==> config.mk <==
export PLATFORM = sky130hd
export DESIGN_NAME = worley_point_animator
export DESIGN_NICKNAME = d
export VERILOG_FILES = /design/src/rtl/worley_pkg.sv /design/src/rtl/worley_axis_step.sv /design/src/rtl/worley_point_animator.sv
export SDC_FILE = /design/constraint.sdc
export NUM_CORES = 1
export LEC_CHECK = 0
export ABC_CLOCK_PERIOD_IN_PS = 12900
export CAP_MARGIN = 10
export CORE_UTILIZATION = 55
export CTS_CLUSTER_SIZE = 14
export DETAILED_ROUTE_END_ITERATION = 12
export HOLD_SLACK_MARGIN = 0.02
export PLACE_DENSITY_LB_ADDON = 0.25
export SLEW_MARGIN = 5
export SYNTH_ARGS = -nofsm -noshare
export SYNTH_HDL_FRONTEND = slang
export SYNTH_SLANG_ARGS = --single-unit
==> constraint.sdc <==
create_clock -name clk -period 12.9 [get_ports clk]
set_input_delay 1.935 -clock clk [delete_from_list [all_inputs] [get_ports clk]]
set_output_delay 1.935 -clock clk [all_outputs]
set_load 0.02 [all_outputs]
==> src/rtl/worley_pkg.sv <==
// Shared widths, default screen limits, reset tables and FSM encoding
// for the Worley feature-point animator.
package worley_pkg;

  localparam int COORD_W   = 10;
  localparam int VEL_W     = 4;
  localparam int H_MAX_DEF = 639;
  localparam int V_MAX_DEF = 479;

  typedef enum logic [1:0] {
    ST_IDLE,
    ST_UPDATE,
    ST_COMMIT
  } state_t;

  // Tables repeat every four points when NUM_POINTS is larger
  function automatic logic [COORD_W-1:0] init_x(input int i);
    case (i % 4)
      0:       return 10'd100;
      1:       return 10'd300;
      2:       return 10'd500;
      default: return 10'd100;
    endcase
  endfunction

  function automatic logic [COORD_W-1:0] init_y(input int i);
    case (i % 4)
      0:       return 10'd100;
      1:       return 10'd200;
      2:       return 10'd400;
      default: return 10'd460;
    endcase
  endfunction

  function automatic logic signed [VEL_W-1:0] init_vx(input int i);
    case (i % 4)
      0:       return 4'sd3;
      1:       return -4'sd2;
      2:       return 4'sd1;
      default: return -4'sd1;
    endcase
  endfunction

  function automatic logic signed [VEL_W-1:0] init_vy(input int i);
    case (i % 4)
      0:       return -4'sd2;
      1:       return 4'sd1;
      2:       return -4'sd3;
      default: return 4'sd2;
    endcase
  endfunction

endpackage

==> src/rtl/worley_axis_step.sv <==
// Single-axis position step with mirror reflection at 0 and at max.
module worley_axis_step
  import worley_pkg::*;
(
  input  logic        [COORD_W-1:0] pos,
  input  logic signed [VEL_W-1:0]   v,
  input  logic        [1:0]         shift,
  input  logic        [COORD_W-1:0] max,
  output logic        [COORD_W-1:0] pos_next,
  output logic signed [VEL_W-1:0]   v_next
);

  localparam int SUM_W = 12;

  logic              [1:0]       sh;
  logic signed       [SUM_W-1:0] step;
  logic signed       [SUM_W-1:0] next;
  logic signed       [SUM_W-1:0] max_s;
  logic signed       [SUM_W-1:0] refl;

  always_comb begin
    sh       = (shift == 2'd3) ? 2'd2 : shift;
    step     = $signed({{(SUM_W-VEL_W){v[VEL_W-1]}}, v}) <<< sh;
    next     = $signed({2'b00, pos}) + step;
    max_s    = $signed({2'b00, max});
    refl     = next;
    v_next   = v;
    if (next < 0) begin
      refl   = -next;
      v_next = -v;
    end else if (next > max_s) begin
      refl   = (max_s <<< 1) - next;
      v_next = -v;
    end
    pos_next = refl[COORD_W-1:0];
  end

endmodule

==> src/rtl/worley_point_animator.sv <==
// Bounces NUM_POINTS feature points once per frame; outputs update atomically.
//   state     | meaning
//   IDLE      | waiting for an unpaused frame_tick
//   UPDATE    | stepping working point idx, one per cycle
//   COMMIT    | publishing working positions, counting the frame
module worley_point_animator
  import worley_pkg::*;
#(
  parameter int NUM_POINTS = 4,
  parameter int H_MAX      = H_MAX_DEF,
  parameter int V_MAX      = V_MAX_DEF
) (
  input  logic                          clk,
  input  logic                          rst_n,
  input  logic                          frame_tick,
  input  logic                          pause,
  input  logic [1:0]                    speed,
  output logic [COORD_W*NUM_POINTS-1:0] points_x,
  output logic [COORD_W*NUM_POINTS-1:0] points_y,
  output logic                          busy,
  output logic                          overrun,
  output logic [19:0]                   frame_count
);

  localparam int IDX_W = (NUM_POINTS > 1) ? $clog2(NUM_POINTS) : 1;

  logic        [COORD_W-1:0] wx [NUM_POINTS];
  logic        [COORD_W-1:0] wy [NUM_POINTS];
  logic signed [VEL_W-1:0]   vx [NUM_POINTS];
  logic signed [VEL_W-1:0]   vy [NUM_POINTS];

  state_t             state, state_nxt;
  logic [IDX_W-1:0]   idx;
  logic               last_idx;
  logic [COORD_W-1:0] x_nxt, y_nxt;
  logic signed [VEL_W-1:0] vx_nxt, vy_nxt;

  assign busy     = (state != ST_IDLE);
  assign last_idx = (idx == IDX_W'(NUM_POINTS - 1));

  worley_axis_step u_step_x (
    .pos      (wx[idx]),
    .v        (vx[idx]),
    .shift    (speed),
    .max      (COORD_W'(H_MAX)),
    .pos_next (x_nxt),
    .v_next   (vx_nxt)
  );

  worley_axis_step u_step_y (
    .pos      (wy[idx]),
    .v        (vy[idx]),
    .shift    (speed),
    .max      (COORD_W'(V_MAX)),
    .pos_next (y_nxt),
    .v_next   (vy_nxt)
  );

  always_comb begin
    state_nxt = state;
    case (state)
      ST_IDLE:   if (frame_tick && !pause) state_nxt = ST_UPDATE;
      ST_UPDATE: if (last_idx) state_nxt = ST_COMMIT;
      ST_COMMIT: state_nxt = ST_IDLE;
      default:   state_nxt = ST_IDLE;
    endcase
  end

  always_ff @(posedge clk) begin
    if (!rst_n) begin
      state       <= ST_IDLE;
      idx         <= '0;
      overrun     <= 1'b0;
      frame_count <= '0;
      for (int i = 0; i < NUM_POINTS; i++) begin
        wx[i] <= init_x(i);
        wy[i] <= init_y(i);
        vx[i] <= init_vx(i);
        vy[i] <= init_vy(i);
        points_x[COORD_W*i +: COORD_W] <= init_x(i);
        points_y[COORD_W*i +: COORD_W] <= init_y(i);
      end
    end else begin
      state <= state_nxt;
      // A paused tick is ignored entirely, so it cannot count as dropped
      if (busy && frame_tick && !pause) overrun <= 1'b1;
      if (state == ST_UPDATE) begin
        wx[idx] <= x_nxt;
        wy[idx] <= y_nxt;
        vx[idx] <= vx_nxt;
        vy[idx] <= vy_nxt;
        idx     <= last_idx ? '0 : idx + IDX_W'(1);
      end
      if (state == ST_COMMIT) begin
        for (int i = 0; i < NUM_POINTS; i++) begin
          points_x[COORD_W*i +: COORD_W] <= wx[i];
          points_y[COORD_W*i +: COORD_W] <= wy[i];
        end
        frame_count <= frame_count + 20'd1;
      end
    end
  end

endmodule

**Placement view**

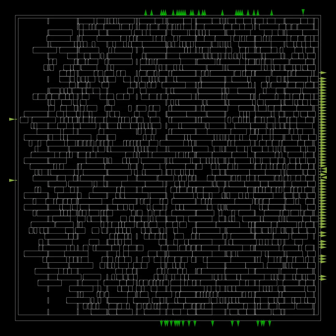
final sequential cell count: 219
final core occ: 66.31%
Tap Count: 265

**Signal wires on met2**

Drawn at 3 px/um.
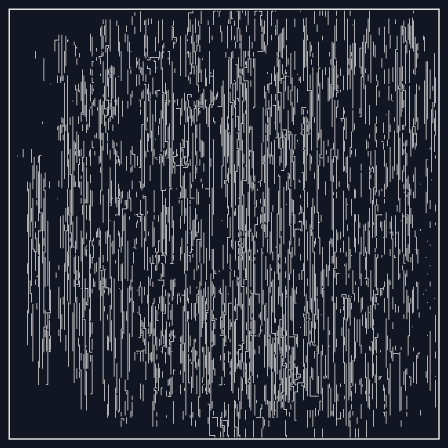
The layer carries 12400 um of wire. The layer holds 44% of the routed length. 1013 nets have wire on it. The longest straight run is 55.6 um.

**Pin placement**

Drawn at 3 px/um. Pins as bars across the die edge, other pins in grey.
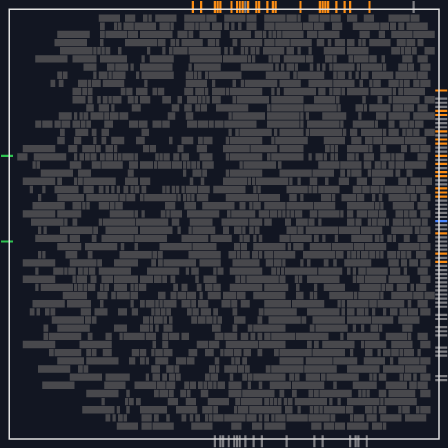
Key: points_y = orange [pins 40, direction output, edge 24 top, 16 right]; speed = green [pins 2, direction input, edge left]; overrun = blue [pins 1, direction output, edge right]
All pins by edge: 63 right, 26 top, 17 bottom, 2 left.

==> results.sh <==
# source this file to load flow results
export IMPL_worstSetupPathType="input port to register"
export IMPL_clock_sinks=219
export IMPL_postCtsSetupBuffers=0
export IMPL_dpl_hpwl_mm=19.13
export IMPL_syn_nets=1122
export IMPL_synth_distinct_cells=71
export IMPL_fin_skew_ns=0.009237
export IMPL_power_total_mw=1.907
export IMPL_yosysCellCount=1084
export IMPL_slowest_stage="nor3b_1"
export IMPL_clkTransAtPathRegs_ns=0.06
export IMPL_root_buffer="clkbuf_16"
export IMPL_fin_tns_setup_ns=0
export IMPL_num_rows=51
export IMPL_routed_wl_mm=28.16
export IMPL_powerDensity_nw_per_um2=147.7
export IMPL_edf_count=112
export IMPL_layout_cells_most_common="nand2_1"
export IMPL_dp_slack_ns=6.511
export IMPL_placedInstanceArea_um2=12170
export IMPL_design_area_um2=12910
export IMPL_hold_ws_ns=0.4636
export IMPL_syn_inst=1084
export IMPL_min_delay_start="points_x[7]"
export IMPL_syn_cell_area_um2=10900
export IMPL_port_buffers=107
export IMPL_yosys_area_share_aoi_pct=12.04
export IMPL_yosysWarningCount=0
export IMPL_synthTopLogicFamily="simple AND/OR/NAND/NOR gates"
export IMPL_worstPathCellList="clkdlybuf4s50_1 -> nor3_1 -> ha_1 -> inv_1 -> fa_1 -> nor2b_1 -> o31a_1 -> nor4b_1 -> nor3b_1 -> o21ai_0 -> and4_1 -> a31oi_2 -> mux2_2"
export IMPL_maxSlewHeadroom_pct=22.91
export IMPL_first_pass_iters=7
export IMPL_drv_slew=0
export IMPL_ant_nets=0
export IMPL_synth_seq_cells=219
export IMPL_cp_start_kind="input port"
export IMPL_clk_path_buf_depth=3
export IMPL_status="finished clean"
export IMPL_die_h_um=142.8
export IMPL_crit_arrival_ns=6.20
export IMPL_grt_max_degree=114
**Wires at chosen ports, followed through buffers**

Drawn at 2 px/um.
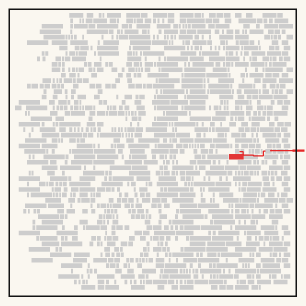
Key: overrun = red [bits 1, direction output, edge right, end cells 1, buffers 1, wire 29.7 um]

**Signal wires by layer**

Drawn at 2 px/um. Only two layers are drawn.
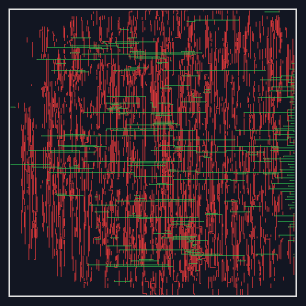
Key: metal 3 = green [wire length 2310 um]; metal 2 = red [wire length 12400 um]

==> worst max-delay path, delay by kind of cell <==
kind / cells / cell delay (ns)
multiplexers: 1 / 0.38
buffers and inverters: 2 / 0.72
AND/OR/NAND/NOR: 5 / 1.77
AND-OR/OR-AND: 3 / 0.73
adder cells (fa/ha/maj): 2 / 0.66
==> cell usage after synthesis (5+ instances only) <==
cell type	instances
a211oi_1	6
a21boi_0	55
a21o_1	9
a21oi_1	35
and2_1	19
and3_1	8
buf_1	5
clkbuf_1	47
dfxtp_1	107
edfxtp_1	112
ha_1	30
inv_1	22
mux2_2	12
mux2i_1	12
mux4_2	28
nand2_1	227
nand2b_1	10
nand3_1	58
nand3b_1	5
nand4_1	8
nor2_1	73
nor2b_1	8
nor3_1	22
o21a_1	9
o21ai_0	34
o21ai_1	8
or3_1	8
xnor2_1	33
xor2_1	6
==> worst min path at each step <==
stage | endpoint | slack, ns | depth (start not counted)
after CTS | points_x[7] | 0.47 | 2
after global placement | overrun | 0.45 | 1
after global routing | points_y[11] | 0.49 | 2
final | points_x[7] | 0.46 | 2
after detailed placement | points_y[33] | 0.46 | 2
after floorplan | points_x[13] | 0.45 | 2
==> cell families after synthesis <==
kind of cell | count (synthesis)
adders and majority gates | 32
AOI/OAI and AO/OA | 194
xor gates and xnor gates | 39
DFF | 219
buffers and inverters | 79
muxes | 52
and+or+nand+nor | 469
==> power by group <==
part / switching, mW / total [mW] / internal (mW)
sequential: 0.0129 / 0.767 / 0.754
clock: 0.264 / 0.648 / 0.384
combinational: 0.318 / 0.491 / 0.173
total: 0.595 / 1.91 / 1.31
==> routing by layer <==
layer  global-route usage [%]  vias up  part of all wire, %
li1                         -     4044                    -
met1                    41.94     4129                   46
met2                    42.39      348                   44
met3                    5.030       30                  8.2
met4                    5.659        0                  1.5
met5                        0        -                    0
==> final cells by class <==
cell class / count / area (um^2)
timing repair buffer: 116 / 1134
fill: 1543 / 6556
tap: 265 / 331.6
inverter: 22 / 82.58
clock buffer: 36 / 686.9
clock inverter: 5 / 50.05
sequential: 219 / 5508
multi-input combinational: 786 / 5114
==> state kept, by name (all words and copies together), names as in the netlist, named ones only <==
register,cells
frame_count,20
idx,2
overrun,1
points_x,40
points_y,40
state,2
vx,16
vy,16
wx,40
wy,40
No activity file was given, so power comes from the tool's default toggle rates.
